File: src/rtl/store_buffer.sv
// Store buffer: packs SW/SH/SB stores into word-aligned byte-enabled writes and
// queues them in a small FIFO ahead of the data-memory write port.
module store_buffer #(
  parameter int unsigned DEPTH = 4,
  parameter int unsigned PTR_W = 2
) (
  input  logic             clk,
  input  logic             reset,
  input  logic             st_valid,
  input  logic [1:0]       st_op,
  input  logic [31:0]      st_addr,
  input  logic [31:0]      st_data,
  output logic             st_ready,
  output logic             mem_req,
  output logic [31:0]      mem_addr,
  output logic [3:0]       mem_be,
  output logic [31:0]      mem_wdata,
  input  logic             mem_ack,
  output logic             align_err,
  output logic [31:0]      err_addr,
  output logic             empty,
  output logic [PTR_W:0]   count
);

  localparam int unsigned CNT_W = PTR_W + 1;

  typedef struct packed {
    logic [29:0] wordAddr;
    logic [3:0]  be;
    logic [31:0] wdata;
  } entry_t;

  entry_t             fifoMem [DEPTH];
  entry_t             stEntry;
  entry_t             head;
  logic               stErr;
  logic               stAccept;
  logic               enq;
  logic               deq;
  logic [PTR_W-1:0]   wrPtr;
  logic [PTR_W-1:0]   rdPtr;

  // Lane packing and alignment check for the presented store
  always_comb begin
    stEntry          = '0;
    stErr            = 1'b0;
    stEntry.wordAddr = st_addr[31:2];
    case (st_op)
      2'b00: begin
        stEntry.be    = 4'b1111;
        stEntry.wdata = st_data;
        stErr         = (st_addr[1:0] != 2'b00);
      end
      2'b01: begin
        stEntry.be    = st_addr[1] ? 4'b1100 : 4'b0011;
        stEntry.wdata = {2{st_data[15:0]}};
        stErr         = st_addr[0];
      end
      2'b10: begin
        stEntry.be    = 4'b0001 << st_addr[1:0];
        stEntry.wdata = {4{st_data[7:0]}};
      end
      default: stErr = 1'b1;
    endcase
  end

  assign st_ready = (count != CNT_W'(DEPTH));
  assign mem_req  = (count != '0);
  assign empty    = (count == '0);
  assign stAccept = st_valid && st_ready;
  assign enq      = stAccept && !stErr;
  assign deq      = mem_req && mem_ack;

  // Occupancy, pointers and error reporting
  always_ff @(posedge clk) begin
    if (!reset) begin
      count     <= '0;
      wrPtr     <= '0;
      rdPtr     <= '0;
      align_err <= 1'b0;
      err_addr  <= '0;
    end else begin
      align_err <= stAccept && stErr;
      if (stAccept && stErr) err_addr <= st_addr;
      if (enq) wrPtr <= wrPtr + PTR_W'(1);
      if (deq) rdPtr <= rdPtr + PTR_W'(1);
      case ({enq, deq})
        2'b10:   count <= count + CNT_W'(1);
        2'b01:   count <= count - CNT_W'(1);
        default: count <= count;
      endcase
    end
  end

  // Entry storage carries no reset; validity lives in count/pointers
  always_ff @(posedge clk) begin
    if (enq) fifoMem[wrPtr] <= stEntry;
  end

  assign head      = fifoMem[rdPtr];
  assign mem_addr  = mem_req ? {head.wordAddr, 2'b00} : '0;
  assign mem_be    = mem_req ? head.be : '0;
  assign mem_wdata = mem_req ? head.wdata : '0;

endmodule

File: config.mk
export PLATFORM = sky130hd
export DESIGN_NAME = store_buffer
export DESIGN_NICKNAME = d
export VERILOG_FILES = /design/src/rtl/store_buffer.sv
export SDC_FILE = /design/constraint.sdc
export NUM_CORES = 1
export LEC_CHECK = 0
export ABC_AREA = 1
export CAP_MARGIN = 20
export CORE_MARGIN = 4
export CORE_UTILIZATION = 35
export CTS_CLUSTER_SIZE = 25
export DETAILED_ROUTE_END_ITERATION = 16
export PLACE_DENSITY = 0.64
export SLEW_MARGIN = 15
export SYNTH_ARGS = -nofsm -noshare
export SYNTH_HDL_FRONTEND = slang
export SYNTH_SLANG_ARGS = --single-unit
File: constraint.sdc
create_clock -name clk -period 6.82 [get_ports clk]
set_clock_uncertainty 0.1 [all_clocks]
set_input_delay 1.364 -clock clk [delete_from_list [all_inputs] [get_ports clk]]
set_output_delay 1.364 -clock clk [all_outputs]
set_load 0.02 [all_outputs]
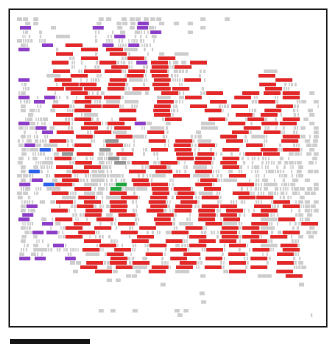
(sequential cells coloured by netlist name)
The bar under the picture is 50 µm long. Other sequential cells in the stronger grey, the rest of the logic in the fainter grey.
- blue: count (flops 3)
- green: wrPtr (flops 2)
- red: fifoMem (flops 264)
- purple: err_addr (flops 32)
- not coloured: 5
register fraction of the total cell area: 55.4%
share of the core filled with cells in the final layout: 44.6%
Sequential Power: 0.00222 W
register area: 8770 µm²

==> notes.md <==
yosys + openroad results -> ant diodes=0, category of the most critical setup path=reg -> out, largest driver fanout on the critical path=74, sequence of cells on the critical path=clkinv_2 -> buf_4 -> o21ai_0 -> a21oi_1 -> clkdlybuf4s50_1, CTS tree=done, Placeable Area=35500 µm², worst hold slack across all endpoints=0.384 ns, Regs by FF count=fifoMem: 264 flops, err_addr: 32 flops, count: 3 flops, FF-to-FF setup slack=3.71 ns, Port Buffer Count=174, clock slew seen by the registers of the worst setup and hold paths=0.06 ns, required time of the critical path=5.36 ns, number of pins exceeding their max-slew limit in the final report=0, Hold Startpoint=err_addr[0], horizontal die dimension=197 µm, sum of overflow across all layers after global routing=0, hold-critical path endpoint=err_addr[0], worst reg2reg startpoint=count[1], max cap viols=0, clock latency on the worst-skew pair=0.51 ns, clock buffers created by TritonCTS=34, remaining antenna violation count=0, path depth of the worst reg2reg path=6, effective utilization at floorplan=35.4%, Final setup viols=0, outcome=completed, buffers inserted during post-CTS setup optimization=0, Flops after synth=306, via count of the first global-routing pass=8563, final critical-path required period=5.27 ns, cell area after layout=15800 µm², Highest Clock Rate=0.190 GHz, internal power of the cells=0.00404 W, post-synthesis cell count=1163, first-pass iteration count of the detailed router=5, number of core rows=69, sinks on the clock net=306, worst hold path cell count=2, pin count of the biggest net entering global routing=75, Wirelength per Cell=18.7 µm, chip area in the Yosys report=12600 µm², cell types occupying the most area after synthesis=sky130_fd_sc_hd__edfxtp_1 63%, sky130_fd_sc_hd__nor2_1 11%, sky130_fd_sc_hd__dfxtp_1 6.7%, maximum cell stage delay along the critical path=0.78 ns, Hold-fix buffers, CTS=0, number of standard cells reported by yosys=1163, post-placement cell area=14700 µm², wire length of the first global-routing pass=50.7 mm, slowest cell on the critical path=sky130_fd_sc_hd__dfxtp_4, kind of end point of the critical path=output port, Netlist Area Pre-Place=12600 µm², Flop pwr share=36.0%, Yosys top cell by area=sky130_fd_sc_hd__edfxtp_1, tool warnings=29, H-tree depth reported by CTS=2, area growth from synthesis to layout=26.0%, weighted congestion at the end of routability-driven global placement=0.856, Die Area=39000 µm², switching power summed over all nets=0.00211 W, switching power as a share of total power=34.3%, max-slew headroom at the worst pin=31.7%, global routing usage summed across all routing layers=16.7%, share of cells above drive strength 1=6.04%, I/O pin cnt=177, count of different cell masters after synthesis=27, fraction of power consumed by combinational cells=33.7%, unrepaired setup endpoints after global routing=no, share of the synthesized area in the top cell type=63.1%, Layout fillers=3252, vias per cell=4.89, post-synthesis area per instance=10.8 µm²
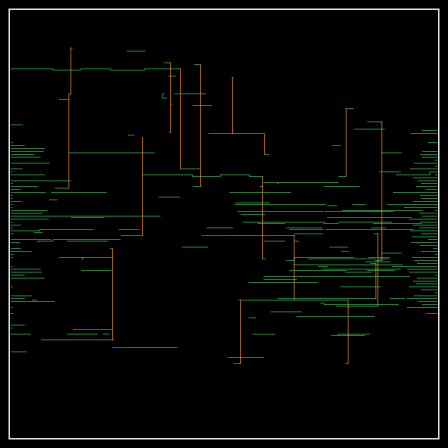
(signal wires by layer)
Only two layers are drawn.
- orange: M4 (wire length 594 µm)
- green: M3 (wire length 2860 µm)

==> layout make-up <==
cell class | instances | area, µm² | area share (%)
clock buffers | 40 | 895 | 5.65
clock inverters | 19 | 238 | 1.50
inverters | 72 | 272 | 1.72
multi-input cells | 718 | 3210 | 20.3
flip-flops and latches | 306 | 8770 | 55.4
well taps | 461 | 577 | 3.64
repair buffers | 185 | 1870 | 11.8
==> power by group through the flow <==
stage                     clock (W)  combinational [W]  sequential [W]
after floorplan                   0            0.00114         0.00225
after global placement            0            0.00209         0.00225
after detailed placement          0            0.00210         0.00226
after CTS                   0.00190            0.00211         0.00222
after global routing        0.00198            0.00226         0.00223
final                       0.00186            0.00208         0.00222
==> Yosys cell counts, drive strengths merged <==
master	count
o21ai	144
nand2	83
fa	1
a21oi	78
nor3	1
edfxtp	264
nor2	359
inv	72
clkbuf	25
o211ai	8
nand3	36
dfxtp	42
xor2	1
ha	5
buf	43
conb	1
==> worst max path at each step <==
stage	from	endpoint	slack (ns)	depth (start not counted)
finish	register	mem_addr[12]	1.55	5
global route	register	mem_be[3]	1.25	5
CTS	register	mem_addr[24]	1.49	5
detailed placement	register	mem_addr[24]	2.02	5
global placement	register	mem_be[3]	2.09	5
floorplan	st_op[1]	fifoMem[0][0]	1.53	6
==> per-stage QoR <==
stage,worst slack (ns),instances,util [%],power (W)
6_report,1.55,1801,44.6,0.00616
5_1_grt,1.25,1801,44.6,0.00646
3_5_place_dp,2.02,1741,41.4,0.00436
4_1_cts,1.49,1800,44.6,0.00623
3_3_place_gp,2.09,1741,41.4,0.00434
2_1_floorplan,1.53,1164,-,0.00339
==> logic make-up after synthesis <==
group	Yosys count	share of synthesized area (%)
buf+inv	140	5.00
simple gates	479	15.1
compound gates	230	9.35
xor+xnor	1	0.0697
other cells	1	0.0299
fa+ha+maj	6	0.657
flops	306	69.8
==> per-layer routing <==
layer | global-route usage [%] | vias to the layer above | share of wire, %
li1 | - | 4247 | -
met1 | 23.4 | 4204 | 44
met2 | 26.5 | 322 | 46
met3 | 4.11 | 41 | 8.5
met4 | 3.80 | 0 | 1.8
met5 | 0 | - | 0
==> cell usage in the layout (no fill, tap or decap), types with 6 or more instances in the layout <==
cell | synthesis | final
sky130_fd_sc_hd__a21oi_1 | 77 | 77
sky130_fd_sc_hd__buf_4 | 11 | 7
sky130_fd_sc_hd__clkbuf_16 | 0 | 35
sky130_fd_sc_hd__clkdlybuf4s50_1 | 0 | 173
sky130_fd_sc_hd__dfxtp_1 | 42 | 40
sky130_fd_sc_hd__edfxtp_1 | 264 | 264
sky130_fd_sc_hd__inv_1 | 70 | 68
sky130_fd_sc_hd__nand2_1 | 82 | 82
sky130_fd_sc_hd__nand3_1 | 35 | 35
sky130_fd_sc_hd__nor2_1 | 353 | 349
sky130_fd_sc_hd__nor2_4 | 2 | 6
sky130_fd_sc_hd__o211ai_1 | 8 | 8
sky130_fd_sc_hd__o21ai_0 | 144 | 144
==> critical path, delay by kind of cell (launching register included) <==
| family | cells | cell delay, ns |
|---|---|---|
| buffers and inverters | 3 | 1.99 |
| DFF | 1 | 0.78 |
| AOI/OAI and AO/OA | 2 | 0.45 |
No activity file was given, so power comes from the tool's default toggle rates.
